File: src/rtl/ysyx_22050854_mdu_pkg.sv
// Shared constants for the M-extension unit: MULctr codes (also used by the decoder),
// FSM encoding, iteration latencies and operand helpers.
package ysyx_22050854_mdu_pkg;

  localparam logic [3:0] MDU_MUL    = 4'b0000;
  localparam logic [3:0] MDU_MULH   = 4'b0001;
  localparam logic [3:0] MDU_MULHSU = 4'b0010;
  localparam logic [3:0] MDU_MULHU  = 4'b0011;
  localparam logic [3:0] MDU_DIV    = 4'b0100;
  localparam logic [3:0] MDU_DIVU   = 4'b0101;
  localparam logic [3:0] MDU_REM    = 4'b0110;
  localparam logic [3:0] MDU_REMU   = 4'b0111;
  localparam logic [3:0] MDU_MULW   = 4'b1000;
  localparam logic [3:0] MDU_DIVW   = 4'b1100;
  localparam logic [3:0] MDU_DIVUW  = 4'b1101;
  localparam logic [3:0] MDU_REMW   = 4'b1110;
  localparam logic [3:0] MDU_REMUW  = 4'b1111;

  localparam logic [1:0] ST_IDLE = 2'd0;
  localparam logic [1:0] ST_BUSY = 2'd1;
  localparam logic [1:0] ST_DONE = 2'd2;

  localparam logic [6:0] LAT_D = 7'd64;
  localparam logic [6:0] LAT_W = 7'd32;

  typedef struct packed {
    logic valid;
    logic is_div;
    logic is_rem;
    logic s1;
    logic s2;
    logic word;
    logic high;
  } mdu_op_t;

  function automatic mdu_op_t decode_op(input logic [3:0] ctr);
    mdu_op_t op;
    op = '0;
    case (ctr)
      MDU_MUL:    begin op.valid = 1'b1; op.s1 = 1'b1; op.s2 = 1'b1; end
      MDU_MULH:   begin op.valid = 1'b1; op.s1 = 1'b1; op.s2 = 1'b1; op.high = 1'b1; end
      MDU_MULHSU: begin op.valid = 1'b1; op.s1 = 1'b1; op.high = 1'b1; end
      MDU_MULHU:  begin op.valid = 1'b1; op.high = 1'b1; end
      MDU_DIV:    begin op.valid = 1'b1; op.is_div = 1'b1; op.s1 = 1'b1; op.s2 = 1'b1; end
      MDU_DIVU:   begin op.valid = 1'b1; op.is_div = 1'b1; end
      MDU_REM:    begin op.valid = 1'b1; op.is_div = 1'b1; op.is_rem = 1'b1; op.s1 = 1'b1; op.s2 = 1'b1; end
      MDU_REMU:   begin op.valid = 1'b1; op.is_div = 1'b1; op.is_rem = 1'b1; end
      MDU_MULW:   begin op.valid = 1'b1; op.word = 1'b1; end
      MDU_DIVW:   begin op.valid = 1'b1; op.is_div = 1'b1; op.s1 = 1'b1; op.s2 = 1'b1; op.word = 1'b1; end
      MDU_DIVUW:  begin op.valid = 1'b1; op.is_div = 1'b1; op.word = 1'b1; end
      MDU_REMW:   begin op.valid = 1'b1; op.is_div = 1'b1; op.is_rem = 1'b1; op.s1 = 1'b1; op.s2 = 1'b1; op.word = 1'b1; end
      MDU_REMUW:  begin op.valid = 1'b1; op.is_div = 1'b1; op.is_rem = 1'b1; op.word = 1'b1; end
      default:    op = '0;
    endcase
    return op;
  endfunction

  // W ops look only at bits [31:0], extended according to the operand's signedness.
  function automatic logic [63:0] ext_op(input logic [63:0] v, input logic word, input logic sgn);
    return word ? {{32{sgn & v[31]}}, v[31:0]} : v;
  endfunction

  function automatic logic [63:0] sext_w(input logic [31:0] v);
    return {{32{v[31]}}, v};
  endfunction

endpackage

File: src/rtl/ysyx_22050854_div_iter.sv
// Radix-2 restoring divider on operand magnitudes with sign correction and
// zero-latency handling of divide-by-zero and 64-bit signed overflow.
module ysyx_22050854_div_iter
  import ysyx_22050854_mdu_pkg::*;
(
  input  logic        clk,
  input  logic        rst_n,
  input  logic        start,
  input  logic        abort,
  input  logic        sgn,
  input  logic        word,
  input  logic [63:0] src1,
  input  logic [63:0] src2,
  output logic [63:0] quotient,
  output logic [63:0] remainder,
  output logic        done
);

  logic [63:0] a_ext, b_ext, a_mag, b_mag;
  logic        a_neg, b_neg, div_zero, overflow;

  logic        active, special, neg_q, neg_r;
  logic [6:0]  cnt;
  logic [63:0] q, r, d;
  logic [64:0] rs, diff;

  always_comb begin
    a_ext    = ext_op(src1, word, sgn);
    b_ext    = ext_op(src2, word, sgn);
    a_neg    = sgn & a_ext[63];
    b_neg    = sgn & b_ext[63];
    a_mag    = a_neg ? -a_ext : a_ext;
    b_mag    = b_neg ? -b_ext : b_ext;
    div_zero = (b_ext == 64'd0);
    // W overflow (-2^31 / -1) comes out right from the magnitude path, so only
    // the 64-bit case short-circuits.
    overflow = sgn & ~word & (a_ext == 64'h8000_0000_0000_0000) & (b_ext == '1);
  end

  always_comb begin
    rs   = {r, q[63]};
    diff = rs - {1'b0, d};
  end

  always_ff @(posedge clk or negedge rst_n) begin
    if (!rst_n) begin
      active  <= 1'b0;
      special <= 1'b0;
      neg_q   <= 1'b0;
      neg_r   <= 1'b0;
      cnt     <= 7'd0;
      q       <= 64'd0;
      r       <= 64'd0;
      d       <= 64'd0;
    end else if (abort) begin
      active <= 1'b0;
      cnt    <= 7'd0;
    end else if (start) begin
      active  <= 1'b1;
      special <= div_zero | overflow;
      neg_q   <= a_neg ^ b_neg;
      neg_r   <= a_neg;
      d       <= b_mag;
      if (div_zero) begin
        q   <= '1;
        r   <= a_ext;
        cnt <= 7'd0;
      end else if (overflow) begin
        q   <= a_ext;
        r   <= 64'd0;
        cnt <= 7'd0;
      end else begin
        // Dividend sits left-aligned so quotient bits shift in from the bottom.
        q   <= word ? {a_mag[31:0], 32'd0} : a_mag;
        r   <= 64'd0;
        cnt <= word ? LAT_W : LAT_D;
      end
    end else if (active) begin
      if (cnt == 7'd0) begin
        active <= 1'b0;
      end else begin
        cnt <= cnt - 7'd1;
        if (!diff[64]) begin
          r <= diff[63:0];
          q <= {q[62:0], 1'b1};
        end else begin
          r <= rs[63:0];
          q <= {q[62:0], 1'b0};
        end
      end
    end
  end

  always_comb begin
    done      = active & (cnt == 7'd0);
    quotient  = (special | ~neg_q) ? q : -q;
    remainder = (special | ~neg_r) ? r : -r;
  end

endmodule

File: src/rtl/ysyx_22050854_mdu.sv
// RV64M multiply/divide unit: IDLE/BUSY/DONE FSM, iterative shift-add multiplier
// (single-cycle when YSYX_22050854_MDU_FAST_MUL_EN is defined) and restoring divider.
module ysyx_22050854_mdu
  import ysyx_22050854_mdu_pkg::*;
(
  input  logic        clk,
  input  logic        rst_n,
  input  logic        in_valid,
  output logic        in_ready,
  input  logic [3:0]  mul_ctr,
  input  logic [63:0] src1,
  input  logic [63:0] src2,
  input  logic        flush,
  output logic        out_valid,
  input  logic        out_ready,
  output logic [63:0] result,
  output logic        busy,
  output logic [1:0]  dbg_state
);

  // Handshake: an op transfers on a rising edge where in_valid & in_ready (IDLE
  // only) and flush is low; a result transfers where out_valid & out_ready, and
  // out_valid/result stay constant until then. flush beats both.

  logic [1:0]   state;
  logic [6:0]   cnt;
  logic         op_valid, op_div, op_rem, op_word, op_high, neg_p;
  logic [127:0] mcand, prod, prod_raw, prod_signed;
  logic [63:0]  mplier;

  mdu_op_t      dec;
  logic         accept;
  logic [63:0]  a_ext, b_ext, a_mag, b_mag;
  logic         a_neg, b_neg;
  logic [6:0]   mul_lat;

  logic [63:0]  quotient, remainder, div_sel, div_res, mul_res;
  logic         div_done;

  always_comb begin
    dec      = decode_op(mul_ctr);
    in_ready = (state == ST_IDLE);
    accept   = in_valid & in_ready & ~flush;
    a_ext    = ext_op(src1, dec.word, dec.s1);
    b_ext    = ext_op(src2, dec.word, dec.s2);
    a_neg    = dec.s1 & a_ext[63];
    b_neg    = dec.s2 & b_ext[63];
    a_mag    = a_neg ? -a_ext : a_ext;
    b_mag    = b_neg ? -b_ext : b_ext;
`ifdef YSYX_22050854_MDU_FAST_MUL_EN
    mul_lat  = 7'd0;
`else
    mul_lat  = dec.word ? LAT_W : LAT_D;
`endif
  end

  ysyx_22050854_div_iter u_div (
    .clk       (clk),
    .rst_n     (rst_n),
    .start     (accept & dec.valid & dec.is_div),
    .abort     (flush),
    .sgn       (dec.s1),
    .word      (dec.word),
    .src1      (src1),
    .src2      (src2),
    .quotient  (quotient),
    .remainder (remainder),
    .done      (div_done)
  );

  always_comb begin
`ifdef YSYX_22050854_MDU_FAST_MUL_EN
    prod_raw = {64'd0, mcand[63:0]} * {64'd0, mplier};
`else
    prod_raw = prod;
`endif
    prod_signed = neg_p ? -prod_raw : prod_raw;
    if (!op_valid)    mul_res = 64'd0;
    else if (op_word) mul_res = sext_w(prod_signed[31:0]);
    else if (op_high) mul_res = prod_signed[127:64];
    else              mul_res = prod_signed[63:0];
    div_sel = op_rem ? remainder : quotient;
    div_res = op_word ? sext_w(div_sel[31:0]) : div_sel;
  end

  always_ff @(posedge clk or negedge rst_n) begin
    if (!rst_n) begin
      state    <= ST_IDLE;
      cnt      <= 7'd0;
      op_valid <= 1'b0;
      op_div   <= 1'b0;
      op_rem   <= 1'b0;
      op_word  <= 1'b0;
      op_high  <= 1'b0;
      neg_p    <= 1'b0;
      mcand    <= 128'd0;
      mplier   <= 64'd0;
      prod     <= 128'd0;
      result   <= 64'd0;
    end else if (flush) begin
      state  <= ST_IDLE;
      cnt    <= 7'd0;
      result <= 64'd0;
    end else begin
      case (state)
        ST_IDLE: begin
          if (accept) begin
            state    <= ST_BUSY;
            op_valid <= dec.valid;
            op_div   <= dec.valid & dec.is_div;
            op_rem   <= dec.is_rem;
            op_word  <= dec.word;
            op_high  <= dec.high;
            neg_p    <= a_neg ^ b_neg;
            mcand    <= {64'd0, a_mag};
            mplier   <= b_mag;
            prod     <= 128'd0;
            cnt      <= (dec.valid & ~dec.is_div) ? mul_lat : 7'd0;
          end
        end
        ST_BUSY: begin
          if (op_div) begin
            if (div_done) begin
              result <= div_res;
              state  <= ST_DONE;
            end
          end else if (cnt == 7'd0) begin
            result <= mul_res;
            state  <= ST_DONE;
          end else begin
            if (mplier[0]) prod <= prod + mcand;
            mcand  <= mcand << 1;
            mplier <= mplier >> 1;
            cnt    <= cnt - 7'd1;
          end
        end
        ST_DONE: begin
          if (out_ready) state <= ST_IDLE;
        end
        default: state <= ST_IDLE;
      endcase
    end
  end

  always_comb begin
    out_valid = (state == ST_DONE);
    busy      = (state != ST_IDLE);
    dbg_state = state;
  end

endmodule

File: config.mk
export PLATFORM = sky130hd
export DESIGN_NAME = ysyx_22050854_mdu
export DESIGN_NICKNAME = d
export VERILOG_FILES = /design/src/rtl/ysyx_22050854_mdu_pkg.sv /design/src/rtl/ysyx_22050854_div_iter.sv /design/src/rtl/ysyx_22050854_mdu.sv
export SDC_FILE = /design/constraint.sdc
export NUM_CORES = 2
export LEC_CHECK = 0
export CAP_MARGIN = 20
export CORE_UTILIZATION = 31
export DETAILED_ROUTE_END_ITERATION = 10
export HOLD_SLACK_MARGIN = 0.06
export PLACE_DENSITY = 0.48
export SYNTH_ARGS = -nofsm -noshare
export SYNTH_HDL_FRONTEND = slang
export SYNTH_SLANG_ARGS = --single-unit
File: constraint.sdc
create_clock -name clk -period 4.3 [get_ports clk]
set_clock_uncertainty 0.1 [all_clocks]
set_input_delay 0.645 -clock clk [delete_from_list [all_inputs] [get_ports clk]]
set_output_delay 0.645 -clock clk [all_outputs]
set_load 0.005 [all_outputs]
==> images/registers.png <==
Bar = 100 µm.
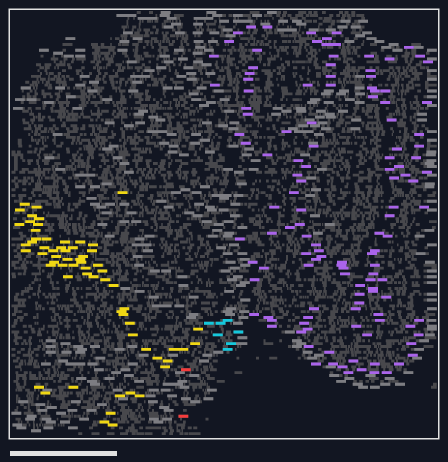
u_div.d: marked yellow, sequential cells 64. dbg_state: marked red, sequential cells 2. prod: marked purple, sequential cells 128. u_div.cnt: marked cyan, sequential cells 7, where bottom center.

==> images/metal_stack.png <==
Bar = 100 µm.
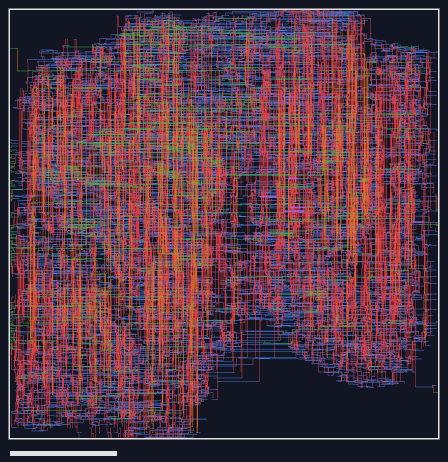
met1: marked blue, wire length 105 mm. met2: marked red, wire length 119 mm. met3: marked green, wire length 14100 µm. met5: marked purple, wire length 62.6 µm. met4: marked orange, wire length 18600 µm.

==> images/drive_strength.png <==
Bar = 100 µm.
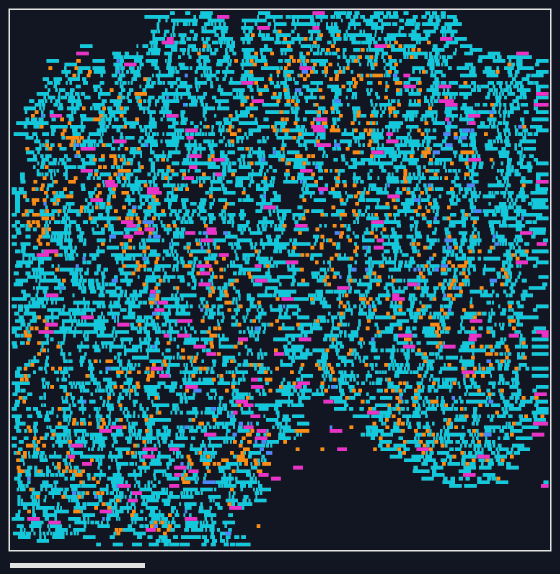
drive 6 and up: marked magenta, cells 160, share 2.2%. drive 3 to 4: marked orange, cells 899, share 12%. drive 2: marked blue, cells 116, share 1.6%. drive 1 or less: marked cyan, cells 6081, share 84%.

==> images/port_nets.png <==
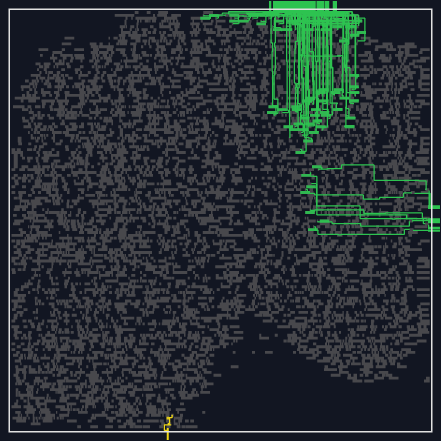
result: marked green, bits 64, direction output, edge 57 top, 7 right, end cells 64, buffers 64, wire 6360 µm. out_valid: marked yellow, bits 1, direction output, edge bottom, end cells 1, buffers 1, wire 28.2 µm.

==> images/final_clocks.png <==
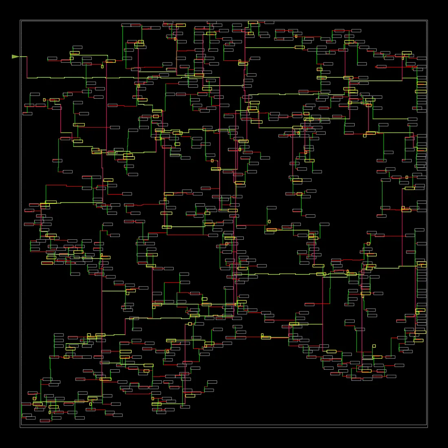
number of clock buffers inserted by TritonCTS: 84
clock latency reported for the late side of the worst-skew pair: 0.74 ns
Sinks on Clock Net: 602

==> impl_metrics.json <==
{
  "outcome": "finished with violations",
  "violations_in_the_final_reports": "setup timing",
  "ys_top_cells_by_area": "dfrtp_1 31%, o21ai_0 7.3%, a21oi_1 6.4%, nand2_1 5.8%, xnor2_1 5.1%",
  "whs_endpoint": "mplier[30]$_DFFE_PN0P_",
  "hold_ws_ns": 0.377,
  "layout.area.top_class": "logic gates",
  "netlist_top_cells_count": "768 x nand2_1, 719 x o21ai_0, 633 x a21oi_1",
  "post_synth_edffs": 0,
  "synth-warning-count": 0,
  "cts_max_path_buffers": 3,
  "timing.hold.worst_path_depth": 2,
  "final_critical_path_setup_slack_ns": -0.0399,
  "intPower_mw": 23.8,
  "rsz0062_at_grt": "yes",
  "worst_hold_startpoint": "mplier[30]$_DFFE_PN0P_",
  "register_area_um2": 15100,
  "floorplan.rows": 146,
  "final_layout_top_logic_cells": "856 x buf_4, 766 x nand2_1, 712 x o21ai_0",
  "power.static_leakage_nw": 27.4,
  "sum_of_overflow_across_all_layers_after_global_routing": 0,
  "fp_util": 0.312,
  "report.final.hold_viol_count": 0,
  "critPathCapture": "result[55]$_DFFE_PN0P_",
  "tritoncts_clock_tree": "done",
  "critical_path.startpoint": "prod[60]$_DFFE_PN0P_",
  "critPathTopFamily": "simple AND/OR/NAND/NOR gates",
  "area.growth.synth_to_final_pct": 27.7,
  "finalSetupViolations": 1
}
